==> config.mk <==
export PLATFORM = sky130hd
export DESIGN_NAME = compensation_buffer_flat
export DESIGN_NICKNAME = d
export VERILOG_FILES = /design/src/rtl/comp_buf_pkg.sv /design/src/rtl/compensation_buffer_if.sv /design/src/rtl/comp_buf_bank.sv /design/src/rtl/compensation_buffer.sv /design/src/flat_wrapper.sv
export SDC_FILE = /design/constraint.sdc
export NUM_CORES = 1
export LEC_CHECK = 0
export ABC_AREA = 1
export CAP_MARGIN = 40
export CORE_UTILIZATION = 65
export CTS_CLUSTER_SIZE = 28
export DETAILED_ROUTE_END_ITERATION = 12
export PLACE_DENSITY = 0.9
export SKIP_LAST_GASP = 1
export SLEW_MARGIN = 20
export SYNTH_ARGS = -nofsm -noshare
export SYNTH_HDL_FRONTEND = slang
export SYNTH_SLANG_ARGS = --single-unit
==> constraint.sdc <==
create_clock -name clk -period 3.5 [get_ports clk]
set_input_delay 0.7 -clock clk [delete_from_list [all_inputs] [get_ports clk]]
set_output_delay 0.7 -clock clk [all_outputs]
set_load 0.1 [all_outputs]
==> src/rtl/comp_buf_pkg.sv <==
// Shared types and helpers for the double-buffered compensation weight store.
package comp_buf_pkg;

    // Read-side drain state.
    typedef enum logic {
        ST_IDLE   = 1'b0,
        ST_STREAM = 1'b1
    } rd_state_e;

    // Linear entry index of (row, col) in a bank filled row-major.
    function automatic int col_idx(input int row, input int col, input int cols);
        return row * cols + col;
    endfunction

    // Index width that never collapses to zero bits.
    function automatic int idx_w(input int n);
        return (n > 1) ? $clog2(n) : 1;
    endfunction

endpackage

==> src/rtl/compensation_buffer_if.sv <==
// Load/drain bus between the pre-load unit, the buffer and the systolic array.
interface compensation_buffer_if
    import comp_buf_pkg::*;
#(
    parameter int SIZE = 8,
    parameter int CW   = 3,
    parameter int COLS = 3
);
    localparam int COL_W = idx_w(COLS);

    logic                 flush;
    logic                 wr_valid;
    logic                 wr_ready;
    logic [CW-1:0]        wr_data;
    logic                 rd_start;
    logic                 rd_busy;
    logic                 out_valid;
    logic [COL_W-1:0]     out_col;
    logic [SIZE*CW-1:0]   out_data;
    logic [1:0]           bank_full;

    modport master (
        output flush, wr_valid, wr_data, rd_start,
        input  wr_ready, rd_busy, out_valid, out_col, out_data, bank_full
    );

    modport slave (
        input  flush, wr_valid, wr_data, rd_start,
        output wr_ready, rd_busy, out_valid, out_col, out_data, bank_full
    );
endinterface

==> src/rtl/comp_buf_bank.sv <==
// One weight bank: linear write port, column-gather read port (SIZE reads at stride COLS).
module comp_buf_bank
    import comp_buf_pkg::*;
#(
    parameter int SIZE   = 8,
    parameter int CW     = 3,
    parameter int COLS   = 3,
    parameter int DEPTH  = SIZE * COLS,
    parameter int ADDR_W = $clog2(DEPTH),
    parameter int COL_W  = idx_w(COLS)
) (
    input  logic               clk,
    input  logic               we,
    input  logic [ADDR_W-1:0]  waddr,
    input  logic [CW-1:0]      wdata,
    input  logic [COL_W-1:0]   rd_col,
    output logic [SIZE*CW-1:0] rd_word
);
    logic [CW-1:0] mem [DEPTH];

    // Weight storage; contents are deliberately left unreset.
    always_ff @(posedge clk) begin
        if (we) begin
            mem[waddr] <= wdata;
        end
    end

    // Gather one column: row r of column c lives at entry r*COLS + c.
    always_comb begin
        rd_word = '0;
        for (int r = 0; r < SIZE; r++) begin
            rd_word[r*CW +: CW] = mem[ADDR_W'(col_idx(r, int'(rd_col), COLS))];
        end
    end
endmodule

==> src/rtl/compensation_buffer.sv <==
// Double-buffered compensation weight store: one bank loads while the other drains by column.
module compensation_buffer
    import comp_buf_pkg::*;
#(
    parameter int SIZE = 8,
    parameter int CW   = 3,
    parameter int COLS = 3
) (
    input  logic                   clk,
    input  logic                   rst_n,
    compensation_buffer_if.slave   bus
);
    localparam int DEPTH  = SIZE * COLS;
    localparam int ADDR_W = $clog2(DEPTH);
    localparam int COL_W  = idx_w(COLS);

    logic               wr_bank_q,   wr_bank_d;
    logic               rd_bank_q,   rd_bank_d;
    logic [ADDR_W-1:0]  wr_ptr_q,    wr_ptr_d;
    logic [1:0]         bank_full_q, bank_full_d;
    rd_state_e          state_q,     state_d;
    logic [COL_W-1:0]   col_q,       col_d;
    logic               out_valid_q, out_valid_d;
    logic [COL_W-1:0]   out_col_q,   out_col_d;
    logic [SIZE*CW-1:0] out_data_q,  out_data_d;

    logic               wr_accept;
    logic               set_full;
    logic               clr_full;
    logic [1:0]         bank_we;
    logic [SIZE*CW-1:0] bank_word [2];

    for (genvar b = 0; b < 2; b++) begin : g_bank
        comp_buf_bank #(
            .SIZE (SIZE),
            .CW   (CW),
            .COLS (COLS)
        ) u_bank (
            .clk     (clk),
            .we      (bank_we[b]),
            .waddr   (wr_ptr_q),
            .wdata   (bus.wr_data),
            .rd_col  (col_q),
            .rd_word (bank_word[b])
        );
    end

    // Next-state for the load pointer, bank flags and the drain FSM; flush wins over everything.
    always_comb begin
        wr_bank_d   = wr_bank_q;
        rd_bank_d   = rd_bank_q;
        wr_ptr_d    = wr_ptr_q;
        bank_full_d = bank_full_q;
        state_d     = state_q;
        col_d       = col_q;
        out_valid_d = 1'b0;
        out_col_d   = out_col_q;
        out_data_d  = out_data_q;
        set_full    = 1'b0;
        clr_full    = 1'b0;
        bank_we     = '0;

        wr_accept = bus.wr_valid && !bank_full_q[wr_bank_q];

        if (wr_accept) begin
            bank_we[wr_bank_q] = 1'b1;
            if (wr_ptr_q == ADDR_W'(DEPTH - 1)) begin
                wr_ptr_d               = '0;
                bank_full_d[wr_bank_q] = 1'b1;
                wr_bank_d              = ~wr_bank_q;
                set_full               = 1'b1;
            end else begin
                wr_ptr_d = wr_ptr_q + ADDR_W'(1);
            end
        end

        case (state_q)
            ST_IDLE: begin
                if (bus.rd_start && bank_full_q[rd_bank_q]) begin
                    state_d = ST_STREAM;
                    col_d   = '0;
                end
            end
            ST_STREAM: begin
                out_data_d  = bank_word[rd_bank_q];
                out_valid_d = 1'b1;
                out_col_d   = col_q;
                col_d       = col_q + COL_W'(1);
                if (col_q == COL_W'(COLS - 1)) begin
                    bank_full_d[rd_bank_q] = 1'b0;
                    rd_bank_d              = ~rd_bank_q;
                    state_d                = ST_IDLE;
                    col_d                  = '0;
                    clr_full               = 1'b1;
                end
            end
            default: state_d = ST_IDLE;
        endcase

        if (bus.flush) begin
            wr_bank_d   = 1'b0;
            rd_bank_d   = 1'b0;
            wr_ptr_d    = '0;
            bank_full_d = 2'b00;
            state_d     = ST_IDLE;
            col_d       = '0;
            out_valid_d = 1'b0;
            out_col_d   = '0;
            out_data_d  = '0;
            bank_we     = '0;
        end
    end

    // Control and output registers with asynchronous clear.
    always_ff @(posedge clk or negedge rst_n) begin
        if (!rst_n) begin
            wr_bank_q   <= 1'b0;
            rd_bank_q   <= 1'b0;
            wr_ptr_q    <= '0;
            bank_full_q <= 2'b00;
            state_q     <= ST_IDLE;
            col_q       <= '0;
            out_valid_q <= 1'b0;
            out_col_q   <= '0;
            out_data_q  <= '0;
        end else begin
            wr_bank_q   <= wr_bank_d;
            rd_bank_q   <= rd_bank_d;
            wr_ptr_q    <= wr_ptr_d;
            bank_full_q <= bank_full_d;
            state_q     <= state_d;
            col_q       <= col_d;
            out_valid_q <= out_valid_d;
            out_col_q   <= out_col_d;
            out_data_q  <= out_data_d;
        end
    end

    assign bus.wr_ready  = !bank_full_q[wr_bank_q];
    assign bus.rd_busy   = (state_q == ST_STREAM);
    assign bus.out_valid = out_valid_q;
    assign bus.out_col   = out_col_q;
    assign bus.out_data  = out_data_q;
    assign bus.bank_full = bank_full_q;

    // The drained bank is full and cannot be loaded, so a set and a clear never hit the same bank.
    a_no_flag_collision: assert property (@(posedge clk) disable iff (!rst_n)
        !(set_full && clr_full && (wr_bank_q == rd_bank_q)));
endmodule

==> src/flat_wrapper.sv <==
// flat-port wrapper written by rule: the top's interface ports become plain ports
module compensation_buffer_flat import comp_buf_pkg::*;
#(
    parameter int SIZE = 8,
    parameter int CW   = 3,
    parameter int COLS = 3
)
  (clk, rst_n, bus_flush, bus_wr_valid, bus_wr_data, bus_rd_start, bus_wr_ready, bus_rd_busy, bus_out_valid, bus_out_col, bus_out_data, bus_bank_full);
  compensation_buffer_if #(.SIZE(SIZE), .CW(CW), .COLS(COLS)) bus_i ();
  input  logic clk;
  input  logic rst_n;
  input wire logic [$bits(bus_i.flush)-1:0] bus_flush;
  input wire logic [$bits(bus_i.wr_valid)-1:0] bus_wr_valid;
  input wire logic [$bits(bus_i.wr_data)-1:0] bus_wr_data;
  input wire logic [$bits(bus_i.rd_start)-1:0] bus_rd_start;
  output wire logic [$bits(bus_i.wr_ready)-1:0] bus_wr_ready;
  output wire logic [$bits(bus_i.rd_busy)-1:0] bus_rd_busy;
  output wire logic [$bits(bus_i.out_valid)-1:0] bus_out_valid;
  output wire logic [$bits(bus_i.out_col)-1:0] bus_out_col;
  output wire logic [$bits(bus_i.out_data)-1:0] bus_out_data;
  output wire logic [$bits(bus_i.bank_full)-1:0] bus_bank_full;
  assign bus_i.flush = bus_flush;
  assign bus_i.wr_valid = bus_wr_valid;
  assign bus_i.wr_data = bus_wr_data;
  assign bus_i.rd_start = bus_rd_start;
  assign bus_wr_ready = bus_i.wr_ready;
  assign bus_rd_busy = bus_i.rd_busy;
  assign bus_out_valid = bus_i.out_valid;
  assign bus_out_col = bus_i.out_col;
  assign bus_out_data = bus_i.out_data;
  assign bus_bank_full = bus_i.bank_full;
  compensation_buffer #(.SIZE(SIZE), .CW(CW), .COLS(COLS)) u_core (.clk(clk), .rst_n(rst_n), .bus(bus_i));
endmodule
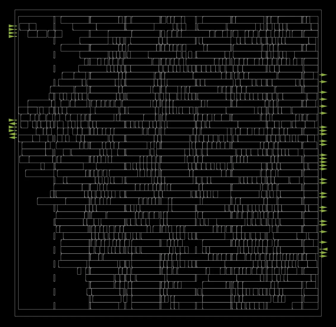
(run_1/placement.png)
TAP cells: 176
CORE AREA: 0.0133 mm^2
utilization after layout: 78.4%
row count: 42
flip-flops: 183

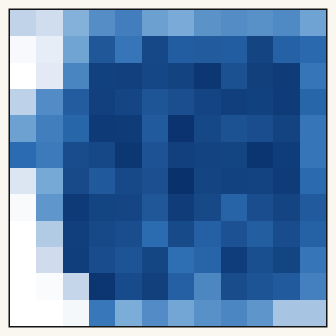
(run_1/cell_density.png)
The die is cut into 12 by 12 equal tiles; white is low, dark blue is high, 0 to 100% covered.
emptiest ninth of the die: south-west
mean over tiles: 72%
fullest tile: 99%
nearly empty tiles: 4.2%
tiles over 75% full: 63%
FP Core Util: 67.2%

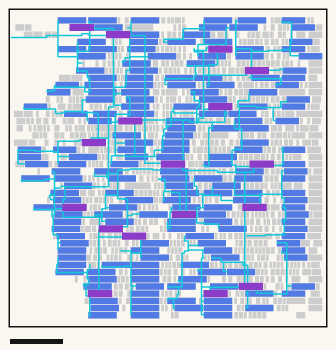
(run_1/clk_routes.png)
Scale bar: 20 um.
legend:
  cyan:
    item: clock wires
    length: 1860 um
  blue:
    item: flip-flops
    count: 183
  purple:
    item: clock drivers
    count: 17
routed clock nets: 18
flops lie: spread over the die
power in the clock group: 1910 uW
Clock power frac: 43.2%
Layout Skew: 0.0106 ns
clock network latency to the later pin of the worst-skew pair: 0.44 ns

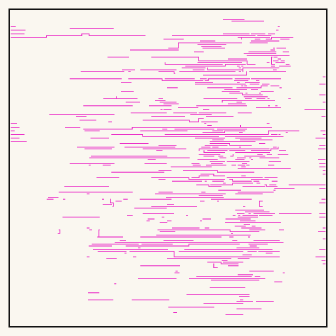
(run_1/layer_met3.png)
wire length on this layer: 3340 um
share of all routed wire: 14%
main direction: horizontal
longest straight run: 63.5 um
met3 global-route usage: 9.03%
DR vias: 7800
final WL: 24300 um

==> job_summary.md, run 1 <==
## Implementation flow summary

| Metric | Value |
|---|---|
| Outcome | finished clean |
| Final worst path period need | 2.70 ns |
| Launch point of the critical path | u_core.col_q[0] |
| Main area contributors | sky130_fd_sc_hd__edfxtp_1, sky130_fd_sc_hd__nand2_1, sky130_fd_sc_hd__dfrtp_1 |
| Endpoint of the worst-slack reg-to-reg timing path | u_core.bus.out_data[22] |
| Top non-seq family | simple AND/OR/NAND/NOR gates |
| Hold Worst Slack | 0.102 ns |
| CP max-delay cell | sky130_fd_sc_hd__dfrtp_4 |
| Xor/xnor share of the synthesized area | 0.0976% |
| Most instantiated library cell after synthesis | sky130_fd_sc_hd__nand2_1 |
| Maximum Capacitance Violations | 0 |
| GR Layer Usage met2 | 56.4% |
| Met3 WL | 3340 um |
| Combinational gate count | 670 |
| Antenna violations before repair | 0 |
| Post-route worst setup slack | 0.796 ns |
| Clock buffer count | 17 |
| Startpoint class of the critical path | flip-flop |
| Class of the worst hold path | in2async |
| Sequential cell power | 2370 uW |
| Type of element capturing the critical path | flip-flop |
| Overflow after GRT | 0 |
| Most instantiated logic cells after routing | sky130_fd_sc_hd__nand2_1, sky130_fd_sc_hd__nand3_1, sky130_fd_sc_hd__edfxtp_1 |
| Cell Count Post-Placement | 1200 |
| RSZ-0062 raised after global routing | false |
| Number of non-filler instances in the completed layout | 1234 |
| Synthesized cell area | 0.00897 mm^2 |
| Max-slew violation count | 0 |
| Synthesized Nets | 1019 |
| Half-perimeter wire length of the detailed placement result | 14700 um |
| Cts repair resizes | 0 |
| Synth Area in Adders | 1.25% |
| Crit path kind | reg2reg |
| Largest register FFs | 144 |
| Number of clock sinks | 183 |
| Global-route wire length before repair | 38000 um |
| Number of antenna cells inserted | 0 |
| Total length of routed met2 wires | 11500 um |
| Max Freq | 370 MHz |
| Prevailing post-synth register cell | sky130_fd_sc_hd__edfxtp_1 |
| Filler cell count | 756 |
| Number of global-route vias before repair | 7319 |
| Mean Syn Cell Area | 8.96 um^2 |
| Share of the synthesized area in the top cell type | 48.2% |
| Logic power comb | 145 uW |
| Register with the most flip-flops | u_core.g_bank.u_bank.mem |
| Fraction of final layout cells with drive strength greater than 1 | 8.13% |
| Violation count after the first detailed-routing iteration | 1688 |
| Slew headroom | 59.2% |
| Post-route design area | 0.0105 mm^2 |
| End of the critical path | u_core.bus.out_data[22] |
| Pre-Repair DR Iteration Count | 8 |
| Share of the clock period used by the worst path | 77.3% |
| Simple-Gate Area Share | 25.5% |
| Area added between synthesis and finish | 16.6% |
| Share of total power in combinational logic | 3.3% |
| CP cell instances | inv_4 -> ha_1 -> inv_2 -> buf_4 -> nand3_1 -> nand2_1 -> nand2_1 -> nand3_1 -> nand3_1 -> nand2_1 |
| Worst-path fanout max | 44 |
| Chip height | 120 um |
| Net load switching power | 919 uW |
| Final count of negative-setup-slack endpoints | 0 |
| DRC viols | 0 |
| Fraction of synthesis flops using an asynchronous set or reset pin | 21.3% |
| Part of the Yosys area used for sequential elements | 59.1% |
| Number of enable flip-flop cells | 144 |
| Proportion of final cell area spent on non-clock buffers | 9.38% |
| Overall global routing resource usage | 35.7% |
| Yosys-reported design area after synthesis | 0.00897 mm^2 |
| Met1 Wirelength | 8440 um |
| Pin count of the biggest net entering global routing | 97 |
| Fin Setup TNS | 0 ns |
| Setup fix buffers added after clock tree synthesis | 0 |
| Root buffer cell | sky130_fd_sc_hd__clkbuf_16 |
## Run 2: what changed since run 1
--- a/config.mk
+++ b/config.mk
@@ -7,10 +7,10 @@
 export LEC_CHECK = 0
 export ABC_AREA = 1
 export CAP_MARGIN = 40
-export CORE_UTILIZATION = 65
+export CORE_UTILIZATION = 61
 export CTS_CLUSTER_SIZE = 28
 export DETAILED_ROUTE_END_ITERATION = 12
-export PLACE_DENSITY = 0.9
+export PLACE_DENSITY = 0.85
 export SKIP_LAST_GASP = 1
 export SLEW_MARGIN = 20
 export SYNTH_ARGS = -nofsm -noshare
==> constraint.sdc (replaced) <==
create_clock -name clk -period 2.5 [get_ports clk]
set_input_delay 0.5 -clock clk [delete_from_list [all_inputs] [get_ports clk]]
set_output_delay 0.5 -clock clk [all_outputs]
set_load 0.1 [all_outputs]
==> run 2 against run 1 <==
  * Design area fell by 4.6%
  * Die area rose by 6.4%
  * Synthesized area did not move
  * Largest cell class unchanged
  * Total power rose by 39%
  * Critical path depth fell by 2
==> job_summary.md, run 2 <==
## Implementation flow summary

| Metric | Value |
|---|---|
| Outcome | finished clean |
| Share of total power in combinational logic | 3.4% |
| Type of element capturing the critical path | flip-flop |
| Most instantiated library cell after synthesis | sky130_fd_sc_hd__nand2_1 |
| DRC viols | 0 |
| Number of non-filler instances in the completed layout | 1212 |
| Pin count of the biggest net entering global routing | 139 |
| Number of enable flip-flop cells | 144 |
| Synthesized Nets | 1019 |
| Most instantiated logic cells after routing | sky130_fd_sc_hd__nand2_1, sky130_fd_sc_hd__nand3_1, sky130_fd_sc_hd__edfxtp_1 |
| Main area contributors | sky130_fd_sc_hd__edfxtp_1, sky130_fd_sc_hd__nand2_1, sky130_fd_sc_hd__dfrtp_1 |
| Flip-flops | 183 |
| Half-perimeter wire length of the detailed placement result | 13600 um |
| Max-slew violation count | 0 |
| Row count | 43 |
| Met3 global-route usage | 7.80% |
| Prevailing post-synth register cell | sky130_fd_sc_hd__edfxtp_1 |
| Sequential cell power | 3310 uW |
| Met1 Wirelength | 8440 um |
| GR Layer Usage met2 | 45.9% |
| Max Freq | 445 MHz |
| DR vias | 7313 |
| Worst-path fanout max | 108 |
| Overflow after GRT | 0 |
| Endpoint of the worst-slack reg-to-reg timing path | u_core.bus.out_data[17] |
| Yosys-reported design area after synthesis | 0.00897 mm^2 |
| Clock network latency to the later pin of the worst-skew pair | 0.44 ns |
| Synthesized cell area | 0.00897 mm^2 |
| Fraction of final layout cells with drive strength greater than 1 | 8.33% |
| Net load switching power | 1250 uW |
| Clock buffer count | 20 |
| Met3 WL | 2970 um |
| Filler cell count | 993 |
| Clock power frac | 42.8% |
| GR peak layer | met2 |
| Final count of negative-setup-slack endpoints | 0 |
| Class of the worst hold path | in2async |
| Startpoint class of the critical path | flip-flop |
| Part of the Yosys area used for sequential elements | 59.1% |
| Area added between synthesis and finish | 11.2% |
| Share of the clock period used by the worst path | 89.9% |
| Hold Worst Slack | 0.0484 ns |
| Top non-seq family | simple AND/OR/NAND/NOR gates |
| Residual antenna-violating net count after detailed routing | 0 |
| Final WL | 21800 um |
| Dominant kind of cell | registers |
| TAP cells | 180 |
| Setup fix buffers added after clock tree synthesis | 0 |
| Share of the synthesized area in the top cell type | 48.2% |
| Fin Setup TNS | 0 ns |
| Violation count after the first detailed-routing iteration | 1254 |
| Root buffer cell | sky130_fd_sc_hd__clkbuf_16 |
| Antenna violations before repair | 0 |
| Total length of routed met2 wires | 9800 um |
| Launch point of the critical path | u_core.col_q[0] |
| Number of clock sinks | 183 |
| Overall global routing resource usage | 30.9% |
| Register with the most flip-flops | u_core.g_bank.u_bank.mem |
| CP cell instances | inv_4 -> buf_12 -> ha_1 -> inv_1 -> nand3_1 -> nand3_1 -> nand3_1 -> nand2_1 |
| Number of antenna cells inserted | 0 |
| RSZ-0062 raised after global routing | false |
| Number of global-route vias before repair | 6633 |
| Logic power comb | 208 uW |
| Xor/xnor share of the synthesized area | 0.0976% |
| Combinational gate count | 670 |
| Simple-Gate Area Share | 25.5% |
| DR vias/cell | 6.03 |
| Pre-Repair DR Iteration Count | 6 |
| Fraction of synthesis flops using an asynchronous set or reset pin | 21.3% |
| Maximum Capacitance Violations | 0 |
| Chip height | 123 um |
| Cts repair resizes | 0 |
| Crit path kind | reg2reg |
| CP max-delay cell | sky130_fd_sc_hd__dfrtp_4 |
| Final worst path period need | 2.25 ns |
| Slew headroom | 53.3% |
| Largest register FFs | 144 |
| Power in the clock group | 2630 uW |
| Post-route worst setup slack | 0.254 ns |
| End of the critical path | u_core.bus.out_data[17] |
| Global-route wire length before repair | 34500 um |
| Proportion of final cell area spent on non-clock buffers | 4.99% |
| Mean Syn Cell Area | 8.96 um^2 |
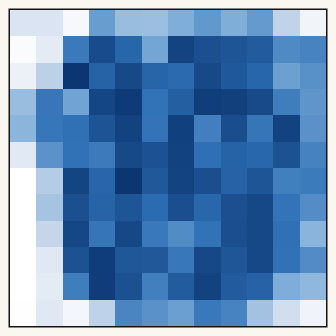
(run_2/cell_density.png)
The die is cut into 12 by 12 equal tiles; white is low, dark blue is high, 0 to 100% covered.
fullest tile: 98%
tiles over 75% full: 44%
nearly empty tiles: 4.2%
emptiest ninth of the die: south-west
densest ninth of the die: centre
FP Core Util: 63.7%
CORE AREA: 0.0141 mm^2
utilization after layout: 70.8%

## Run 3: what changed since run 2
--- a/config.mk
+++ b/config.mk
@@ -10,7 +10,7 @@
 export CORE_UTILIZATION = 61
 export CTS_CLUSTER_SIZE = 28
 export DETAILED_ROUTE_END_ITERATION = 12
-export PLACE_DENSITY = 0.85
+export PLACE_DENSITY_LB_ADDON = 0.05
 export SKIP_LAST_GASP = 1
 export SLEW_MARGIN = 20
 export SYNTH_ARGS = -nofsm -noshare
==> run 3 against run 2 <==
  * The run now ends with hold timing left
  * Setup slack better by 0.12 ns
  * Utilization is 0.40 points higher
  * Global-route usage is 0.64 points lower
  * Synthesized cell count stayed put
  * Non-clock buffer count is 1 higher
  * Clock power is 4% higher
  * Final cell count is 0.17% higher
  * Synthesized area stayed put
  * Critical endpoint is now u_core.bus.out_data[3]
  * Largest power group unchanged
==> job_summary.md, run 3 <==
## Implementation flow summary

| Metric | Value |
|---|---|
| Post-route design area | 0.0100 mm^2 |
| Number of non-filler instances in the completed layout | 1214 |
| DRC viols | 0 |
| Max-slew violation count | 0 |
| Met3 WL | 1990 um |
| Simple-Gate Area Share | 25.5% |
| DR vias/cell | 5.78 |
| Crit path kind | reg2reg |
| Final count of negative-setup-slack endpoints | 0 |
| Number of global-route vias before repair | 6335 |
| Fin Setup TNS | 0 ns |
| Endpoint of the worst-slack reg-to-reg timing path | u_core.bus.out_data[3] |
| Net load switching power | 1270 uW |
| Residual antenna-violating net count after detailed routing | 0 |
| Fraction of final layout cells with drive strength greater than 1 | 8.70% |
| Dominant kind of cell | registers |
| Prevailing post-synth register cell | sky130_fd_sc_hd__edfxtp_1 |
| Number of clock sinks | 183 |
| Cell Count Post-Placement | 1182 |
| Failing checks | hold timing |
| Half-perimeter wire length of the detailed placement result | 13500 um |
| Register with the most flip-flops | u_core.g_bank.u_bank.mem |
| Final WL | 21300 um |
| Cts repair resizes | 0 |
| Type of element capturing the critical path | flip-flop |
| RSZ-0062 raised after global routing | false |
| Class of the worst hold path | in2async |
| Worst-path fanout max | 108 |
| Filler cell count | 1105 |
| Final count of hold timing violations | 6 |
| Logic power comb | 201 uW |
| Violation count after the first detailed-routing iteration | 972 |
| Pre-Repair DR Iteration Count | 6 |
| Total length of routed met2 wires | 9700 um |
| Share of the clock period used by the worst path | 84.9% |
| Slew headroom | 61.2% |
| Clock power frac | 43.7% |
| Overflow after GRT | 0 |
| Synth Area in Adders | 1.25% |
| Xor/xnor share of the synthesized area | 0.0976% |
| Root buffer cell | sky130_fd_sc_hd__clkbuf_16 |
| Power in the clock group | 2730 uW |
| Hold Worst Slack | -0.00275 ns |
| CP max-delay cell | sky130_fd_sc_hd__dfrtp_4 |
| Synthesized cell area | 0.00897 mm^2 |
| Outcome | finished, violations left |
| Synthesized Nets | 1019 |
| Met3 global-route usage | 6.18% |
| Share of the synthesized area in the top cell type | 48.2% |
| Post-route worst setup slack | 0.377 ns |
| FP Core Util | 63.7% |
| Main area contributors | sky130_fd_sc_hd__edfxtp_1, sky130_fd_sc_hd__nand2_1, sky130_fd_sc_hd__dfrtp_1 |
| DR vias | 7014 |
| Largest register FFs | 144 |
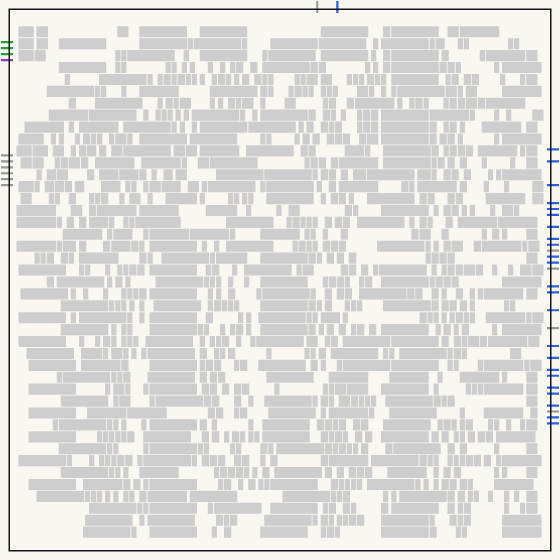
(run_3/io_placement.png)
Pins as bars across the die edge, other pins in grey.
legend:
  green:
    port: `bus_wr_data`
    pins: 3
    direction: input
    edge: west
  blue:
    port: `bus_out_data`
    pins: 24
    direction: output
    edge: 23 east, 1 north
  purple:
    port: `clk`
    pins: 1
    direction: input
    edge: west
width of the die: 123 um
chip height: 123 um
Port Buffer Count: 38

Power figures rest on the tool's default switching activity, not on a simulated workload.
